===== src/rtl/param_data_path.sv =====
// K&S core datapath: IR, PC, register file, 4-function ALU and flags, sequenced
// entirely by the external control unit through enable/select strobes.

typedef enum logic [3:0] {
    I_NOP, I_LOAD, I_STORE, I_MOVE, I_ADD, I_SUB, I_AND, I_OR,
    I_BRANCH, I_BZERO, I_BNEG, I_BOV, I_BNOV, I_BNNEG, I_BNZERO, I_HALT
} decoded_instruction_type;

module param_data_path #(
    parameter int DATA_W = 16,
    parameter int ADDR_W = 5,
    parameter int NREGS  = 4
) (
    input  logic                    clk,
    input  logic                    rst,
    input  logic                    branch,
    input  logic                    pc_enable,
    input  logic                    ir_enable,
    input  logic                    addr_sel,
    input  logic                    c_sel,
    input  logic [1:0]              operation,
    input  logic                    write_reg_enable,
    input  logic                    flags_reg_enable,
    output decoded_instruction_type decoded_instruction,
    output logic                    zero_op,
    output logic                    neg_op,
    output logic                    unsigned_overflow,
    output logic                    signed_overflow,
    output logic [ADDR_W-1:0]       ram_addr,
    output logic [DATA_W-1:0]       data_out,
    input  logic [DATA_W-1:0]       data_in
);

    localparam int RSW = $clog2(NREGS);
    localparam int MSB = DATA_W - 1;

    if (DATA_W < 16 || NREGS < 2 || (1 << RSW) != NREGS ||
        3 * RSW > 8 || ADDR_W + RSW > 8) begin : g_bad_params
        $error("param_data_path: illegal parameter combination");
    end

    logic [DATA_W-1:0] ir;
    logic [ADDR_W-1:0] pc;
    logic [DATA_W-1:0] regs [NREGS];

    logic [7:0]        opcode;
    logic              use_addr;
    logic [ADDR_W-1:0] mem_addr;
    logic [RSW-1:0]    sel_a, sel_b, sel_c;
    logic [DATA_W-1:0] bus_a, bus_b, bus_c;

    logic [DATA_W:0]   sum;
    logic [DATA_W-1:0] alu_res;
    logic              alu_uov, alu_sov, alu_zero, alu_neg;

    // Only the opcode byte and low field bits are decoded; the rest of IR is ignored.
    logic unused_ir_bits;
    assign unused_ir_bits = ^ir;

    assign opcode = ir[DATA_W-1:DATA_W-8];

    // NOTE: every output of a combinational block gets a default first so no latch is inferred.
    always_comb begin
        decoded_instruction = I_NOP;
        use_addr            = 1'b0;
        sel_a               = '0;
        sel_b               = '0;
        sel_c               = '0;
        case (opcode)
            8'h81: begin
                decoded_instruction = I_LOAD;
                use_addr            = 1'b1;
                sel_c               = ir[ADDR_W+RSW-1:ADDR_W];
            end
            8'h82: begin
                decoded_instruction = I_STORE;
                use_addr            = 1'b1;
                sel_a               = ir[ADDR_W+RSW-1:ADDR_W];
            end
            8'h91: begin
                decoded_instruction = I_MOVE;
                sel_c               = ir[2*RSW-1:RSW];
                sel_a               = ir[RSW-1:0];
                sel_b               = ir[RSW-1:0];
            end
            8'hA1, 8'hA2, 8'hA3, 8'hA4: begin
                case (opcode[2:0])
                    3'd1:    decoded_instruction = I_ADD;
                    3'd2:    decoded_instruction = I_SUB;
                    3'd3:    decoded_instruction = I_AND;
                    default: decoded_instruction = I_OR;
                endcase
                sel_a = ir[RSW-1:0];
                sel_b = ir[2*RSW-1:RSW];
                sel_c = ir[3*RSW-1:2*RSW];
            end
            8'h01: begin decoded_instruction = I_BRANCH; use_addr = 1'b1; end
            8'h02: begin decoded_instruction = I_BZERO;  use_addr = 1'b1; end
            8'h03: begin decoded_instruction = I_BNEG;   use_addr = 1'b1; end
            8'h05: begin decoded_instruction = I_BOV;    use_addr = 1'b1; end
            8'h06: begin decoded_instruction = I_BNOV;   use_addr = 1'b1; end
            8'h0A: begin decoded_instruction = I_BNNEG;  use_addr = 1'b1; end
            8'h0B: begin decoded_instruction = I_BNZERO; use_addr = 1'b1; end
            8'hFF: decoded_instruction = I_HALT;
            default: ;
        endcase
    end

    assign mem_addr = use_addr ? ir[ADDR_W-1:0] : '0;
    assign bus_a    = regs[sel_a];
    assign bus_b    = regs[sel_b];
    assign bus_c    = c_sel ? alu_res : data_in;
    assign ram_addr = addr_sel ? mem_addr : pc;
    assign data_out = bus_a;

    always_comb begin
        sum     = '0;
        alu_res = '0;
        alu_uov = 1'b0;
        alu_sov = 1'b0;
        case (operation)
            2'b00: begin
                sum     = {1'b0, bus_a} + {1'b0, bus_b};
                alu_res = sum[DATA_W-1:0];
                alu_uov = sum[DATA_W];
                // Carry into the MSB is recovered from the MSB sum bit.
                alu_sov = (bus_a[MSB] ^ bus_b[MSB] ^ sum[MSB]) ^ sum[DATA_W];
            end
            2'b01: begin
                sum     = {1'b0, bus_a} + {1'b0, ~bus_b} + (DATA_W + 1)'(1);
                alu_res = sum[DATA_W-1:0];
                alu_uov = bus_a < bus_b;
                alu_sov = (bus_a[MSB] != bus_b[MSB]) && (sum[MSB] != bus_a[MSB]);
            end
            2'b10:   alu_res = bus_a & bus_b;
            default: alu_res = bus_a | bus_b;
        endcase
    end

    assign alu_zero = (alu_res == '0);
    assign alu_neg  = alu_res[MSB];

    // NOTE: sequential state is assigned with non-blocking <= so all registers see pre-edge values.
    always_ff @(posedge clk or posedge rst) begin
        if (rst) begin
            pc                <= '0;
            ir                <= '0;
            zero_op           <= 1'b0;
            neg_op            <= 1'b0;
            unsigned_overflow <= 1'b0;
            signed_overflow   <= 1'b0;
        end else begin
            if (pc_enable)
                pc <= branch ? mem_addr : pc + ADDR_W'(1);
            if (ir_enable)
                ir <= data_in;
            if (flags_reg_enable) begin
                zero_op           <= alu_zero;
                neg_op            <= alu_neg;
                unsigned_overflow <= alu_uov;
                signed_overflow   <= alu_sov;
            end
        end
    end

    // NOTE: the register file is architectural state that must read 0 after reset,
    // so it is built from resettable flops rather than a RAM macro.
    always_ff @(posedge clk or posedge rst) begin
        if (rst) begin
            for (int i = 0; i < NREGS; i++)
                regs[i] <= '0;
        end else if (write_reg_enable) begin
            regs[sel_c] <= bus_c;
        end
    end

endmodule


===== config.mk =====
export PLATFORM = sky130hd
export DESIGN_NAME = param_data_path
export DESIGN_NICKNAME = d
export VERILOG_FILES = /design/src/rtl/param_data_path.sv
export SDC_FILE = /design/constraint.sdc
export NUM_CORES = 1
export LEC_CHECK = 0
export CAP_MARGIN = 25
export CELL_PAD_IN_SITES_DETAIL_PLACEMENT = 1
export CELL_PAD_IN_SITES_GLOBAL_PLACEMENT = 2
export CORE_ASPECT_RATIO = 1.25
export CORE_MARGIN = 5
export CORE_UTILIZATION = 34
export CTS_BUF_LIST = sky130_fd_sc_hd__clkbuf_16
export CTS_CLUSTER_DIAMETER = 30
export DETAILED_ROUTE_END_ITERATION = 8
export GPL_TIMING_DRIVEN = 1
export PLACE_DENSITY_LB_ADDON = 0.05
export SYNTH_ARGS = -nofsm -noshare
export SYNTH_HDL_FRONTEND = slang
export SYNTH_SLANG_ARGS = --single-unit

===== constraint.sdc =====
create_clock -name clk -period 4.6 [get_ports clk]
set_clock_uncertainty 0.15 [all_clocks]
set_input_delay 0.92 -clock clk [delete_from_list [all_inputs] [get_ports clk]]
set_output_delay 0.92 -clock clk [all_outputs]
set_load 0.05 [all_outputs]

==> run notes <==
The implementation run finished. Number of cells on the worst reg-to-reg path landed at 20. For reference, the critical path is captured by regs[10]$_DFFE_PP0P_. Looking at area per cell type in the netlist, the leader is sky130_fd_sc_hd__dfrtp_1. The path with the worst hold slack has its endpoint at ir[6]$_DFFE_PP0P_. Final-layout setup total negative slack landed at -0.878 ns. The pin closest to its max-slew limit shows a slew of 1.04 ns. In the hold timing report, the worst path depth is 1. In this run the critical register-to-register path is launched from ir[14]$_DFFE_PP0P_. In the per-layer summary, the met1 wirelength comes to 12,600 um. Data-path buffer share of cell area in the final layout landed at 22.2%. The Yosys step of the flow raised 0 warnings. The netlist uses 82 different library cells. Adder-cell area share of the yosys netlist landed at 9.15%. Once synthesis finished, the tally of register bits stood at 88.

The worst setup path is captured at a register. Area growth from synthesis to layout landed at 53.8%. Share of Yosys cell area claimed by the top area cell type landed at 28.7%.

Starting density of the core landed at 34.5%. The synthesis report names the predominant flop master as sky130_fd_sc_hd__dfrtp_1. Number of enable flip-flop cells landed at 0.

Endpoint arrival time on the critical path landed at 4.80 ns. Post-detailed-route count of antenna-violating nets landed at 0. The sequential cells in the finished layout cover a total of 0.00220 sq mm. In the final layout, the share of cells above drive strength 1 is 41.8%. Count of clock-net buffers in the final layout landed at 9. Sorting the synthesized cells by area gives the leading types as sky130_fd_sc_hd__dfrtp_1 (29%), sky130_fd_sc_hd__mux2i_1 (12%), sky130_fd_sc_hd__ha_1 (8.6%), sky130_fd_sc_hd__mux2_2 (6.2%), sky130_fd_sc_hd__nand2_1 (4.0%).

The final power report lists total power as 6.22 mW. Pin count of the biggest net entering global routing landed at 41. The largest individual stage delay along the critical path comes from the cell sky130_fd_sc_hd__or3b_4. Die outline height landed at 178 um. Sequential-to-total area share from yosys stat landed at 28.7%. In the synthesized netlist, the cells that appear most often are sky130_fd_sc_hd__mux2i_1 (94), sky130_fd_sc_hd__dfrtp_1 (88), sky130_fd_sc_hd__nand2_1 (81). Simple-gate share of the synthesized area landed at 14.7%. In this build the clock could be raised as far as 0.213 GHz.

The floorplan report gives the top-level pin count as 56. Met2 wire length landed at 15,500 um. Area of the placeable core landed at 0.0223 sq mm.

In the layout the commonest cells are sky130_fd_sc_hd__buf_4 (184), sky130_fd_sc_hd__dfrtp_1 (87), sky130_fd_sc_hd__nand2_1 (79), sky130_fd_sc_hd__mux2i_1 (66), sky130_fd_sc_hd__nor2_1 (54). In this run the number of H-tree levels came out at 3. Synthesized chip area reported by yosys landed at 0.00768 sq mm.

The flow ran to the end, but the final reports show violations. Number of nets at floorplan landed at 963. Number of antenna violations at the first check in global routing landed at 0.

The via count of the first global-routing pass is 8,395. The kind of cell with the highest combined delay along the critical path is AND-OR/OR-AND gates. Die boundary width landed at 144 um. Routed length on met3 landed at 672 um. The finished cells cover 0.0118 sq mm. After clock tree synthesis, the clock-pin slew on the worst setup and hold paths is 0.06 ns. Once layout is complete, the cells apart from fillers number 1,395. Multi-input gates account for 51.2% of the area.

Count of pins over their slew limit landed at 0. Worst-case vdd ir drop landed at 228 uV. Detailed placement finished with a half-perimeter wire length of 22,100 um. Worst endpoint required time landed at 4.70 ns. Number of post-CTS setup repair buffers landed at 16. Global routing put the most usage on met2. Signal routing reaches up to met4. The tightest hold path in the finished design has a slack of 0.361 ns. The number of buffers and inverters on the critical path is 4. CTS placed an instance of sky130_fd_sc_hd__clkbuf_16 at the clock tree root. By startpoint and endpoint, the worst setup path is classified as reg -> reg. The most critical min-delay path falls under reg -> reg. Area fraction in compound gates landed at 19.8%. Count of port buffers added during placement landed at 55.

The first global-routing pass estimated 45,700 um of wire. Number of cells upsized or downsized after cts landed at 146. Area after detailed placement landed at 0.00993 sq mm. By area, the combinational part of the netlist is dominated by AND-OR/OR-AND gates. Counting endpoints that fail hold in the final report gives 0.

Setup slack on the worst reg-to-reg path comes out at -0.1 ns. The number of warnings reported in the stage logs is 65. Subtracting the final worst setup slack from the clock period gives 4.70 ns. The worst setup path is launched from a register. Clock buffer and inverter area fraction after layout landed at 2.85%. The final report gives the core utilization as 53.0%. The synthesized netlist occupies a cell area of 0.00768 sq mm. Maximum buffer depth of the clock tree landed at 2. Total leakage power landed at 4.99 nW. For this run, the script counts the antenna cells in the layout as 0. Multiplexer share of the synthesized area landed at 19.7%. TritonCTS built the clock tree. Setup violations remaining at the end of the flow were counted as 16.

Fraction of standard cell area that is sequential landed at 18.7%. Traced cell by cell, the critical path runs through or3b_4 > nor4b_4 > buf_6 > o21ai_4 > o21ai_4 > buf_12 > mux2i_2 > mux2_4 > clkinvlp_4 > ha_4 > fa_2 > a21oi_4 > o211ai_1 > a211oi_4 > buf_4 > xnor2_1 > o21ai_1 > o211ai_1 > mux2_4 > o21ai_2. Multi-input combinational cell count landed at 674. Count of maximum capacitance violations landed at 0. Per the detail_route report, DRC violations left total 0. Initial detailed-routing violation count landed at 283. Overall die area landed at 0.0257 sq mm. Area fraction in xor and xnor cells landed at 0.896%. The first detailed-routing pass ran for 4 iterations.

Final net count landed at 1,189. sky130_fd_sc_hd__mux2i_1 is the most common cell in the netlist. The longest incremental delay of any stage on the critical path is reported as 0.43 ns. Per the post-synthesis stats, the area per cell is 8.72 sq um.

Gate count of the mapped netlist landed at 881. The script logs the ratio of routed vias to standard cells as 5.47. After detailed placement, the design holds a cell count of 1,342. The biggest slice of the area belongs to multi-input combinational cells. Final global-route overflow total landed at 0. After synthesis, the share of flip-flops with an asynchronous set or reset is 100%. Final worst-path setup slack landed at -0.0964 ns. In the global route stage, met1 resource usage came out at 27.9%.

Per the timing report, the most critical flop-to-flop path finishes at regs[10]$_DFFE_PP0P_. In this run the most critical hold path is launched from ir[6]$_DFFE_PP0P_. Areal power density over the cells landed at 526 mW/mm^2.

Count of cell instances traversed by the critical path landed at 20. Logic area landed at 0.00605 sq mm. After layout, the buffer instance count without clock buffers stands at 273. Yosys stat counts 881 cells in the synthesized netlist.

Cell row count landed at 61. Measured against its own limit, the worst slew margin works out to 30.8%. Logged for this run, the post-placement worst setup slack is -0.564 ns. The checks that failed: negative setup slack. RePlAce ended its routability-driven mode at a weighted congestion of 0.856.

The final layout report lists a non-clock inverter count of 61. The number of clock buffers added by TritonCTS is 9. The global routing report lists met2 layer usage as 41.5%. Counting the fill cells in the layout gives 2,456. Per the cell usage report, the commonest logic cell in the layout is sky130_fd_sc_hd__buf_4. Number of tap instances landed at 283.

In the finished design the tool counted flip-flops and latches totalling 88. Setup repair after global routing could not meet its margin everywhere. After layout, the worst path uses 102% of the clock period.

For this design, the CTS-stage hold fixing added 0 buffers.
[cells by family after synthesis]
| kind of cell | Yosys count |
|---|---|
| adders and majority gates | 55 |
| AOI/OAI and AO/OA | 233 |
| muxes | 143 |
| xor gates and xnor gates | 7 |
| buffers and inverters | 119 |
| DFF | 88 |
| and+or+nand+nor | 236 |
[where the power goes]
| part | switching (mW) | internal (mW) | total, mW | leakage (nW) |
|---|---|---|---|---|
| Combinational | 2.22 | 2.06 | 4.28 | 3.70 |
| Clock | 0.312 | 0.527 | 0.839 | 0.167 |
| Sequential | 0.157 | 0.940 | 1.10 | 1.12 |
[registers in the layout (all words and copies together) (netlist names)]
register	count
regs	64
zero_op	1
unsigned_overflow	1
ir	15
signed_overflow	1
pc	5
neg_op	1
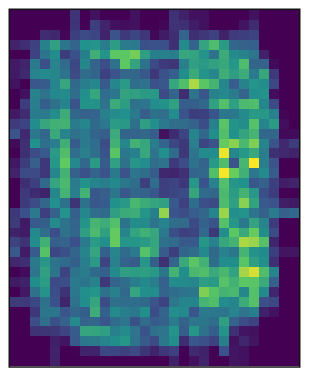
(signal metal coverage by tile)
Scale: 2 px per um. 29 x 36 tiles, from dark purple (low) to yellow (high), scaled to the fullest tile. Values are wire area over tile area, all layers added.
fullest tile: 0.54
nearly empty tiles: 15%
tiles over half the peak: 22%
mean over tiles: 0.18
vias after detailed routing: 7,624
Avg WL per Cell: 21.2 um
final wirelength: 29,500 um
Global Route Usage Sum: 22.6%

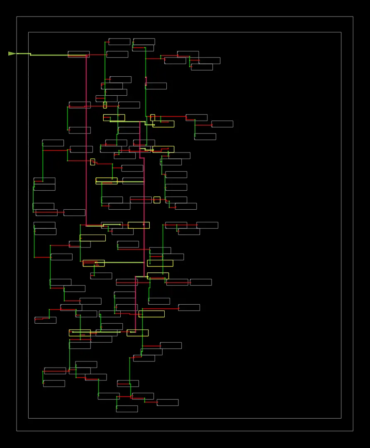
(clock routing)
worst skew pair latency: 0.34 ns
Clock Sinks: 88

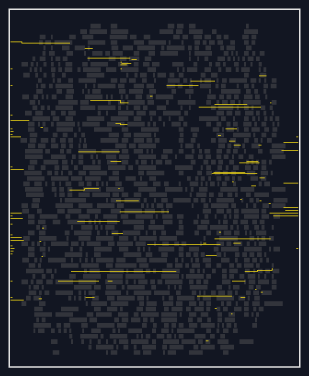
(met3 routing)
Scale: 2 px per um. Cells faint in the background.
main direction: horizontal
share of all routed wire: 2.3%
wire length on this layer: 673 um
longest straight run: 52.4 um
nets with wire on the layer: 70
met3 capacity usage during global routing: 2.31%

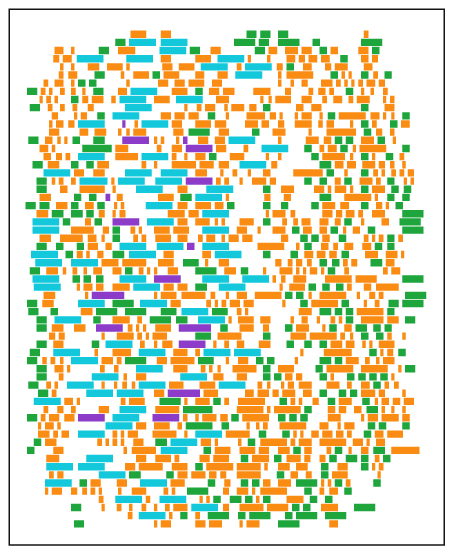
(placed cells, one color a class)
Scale: 3 px per um.
legend:
  clock drivers and dummy loads:
    color: purple
    cells: 16
  remaining logic cells:
    color: orange
    cells: 735
  registers:
    color: cyan
    cells: 88
  remaining buffers and delay cells:
    color: green
    cells: 273

Power and IR drop assume default switching activity.
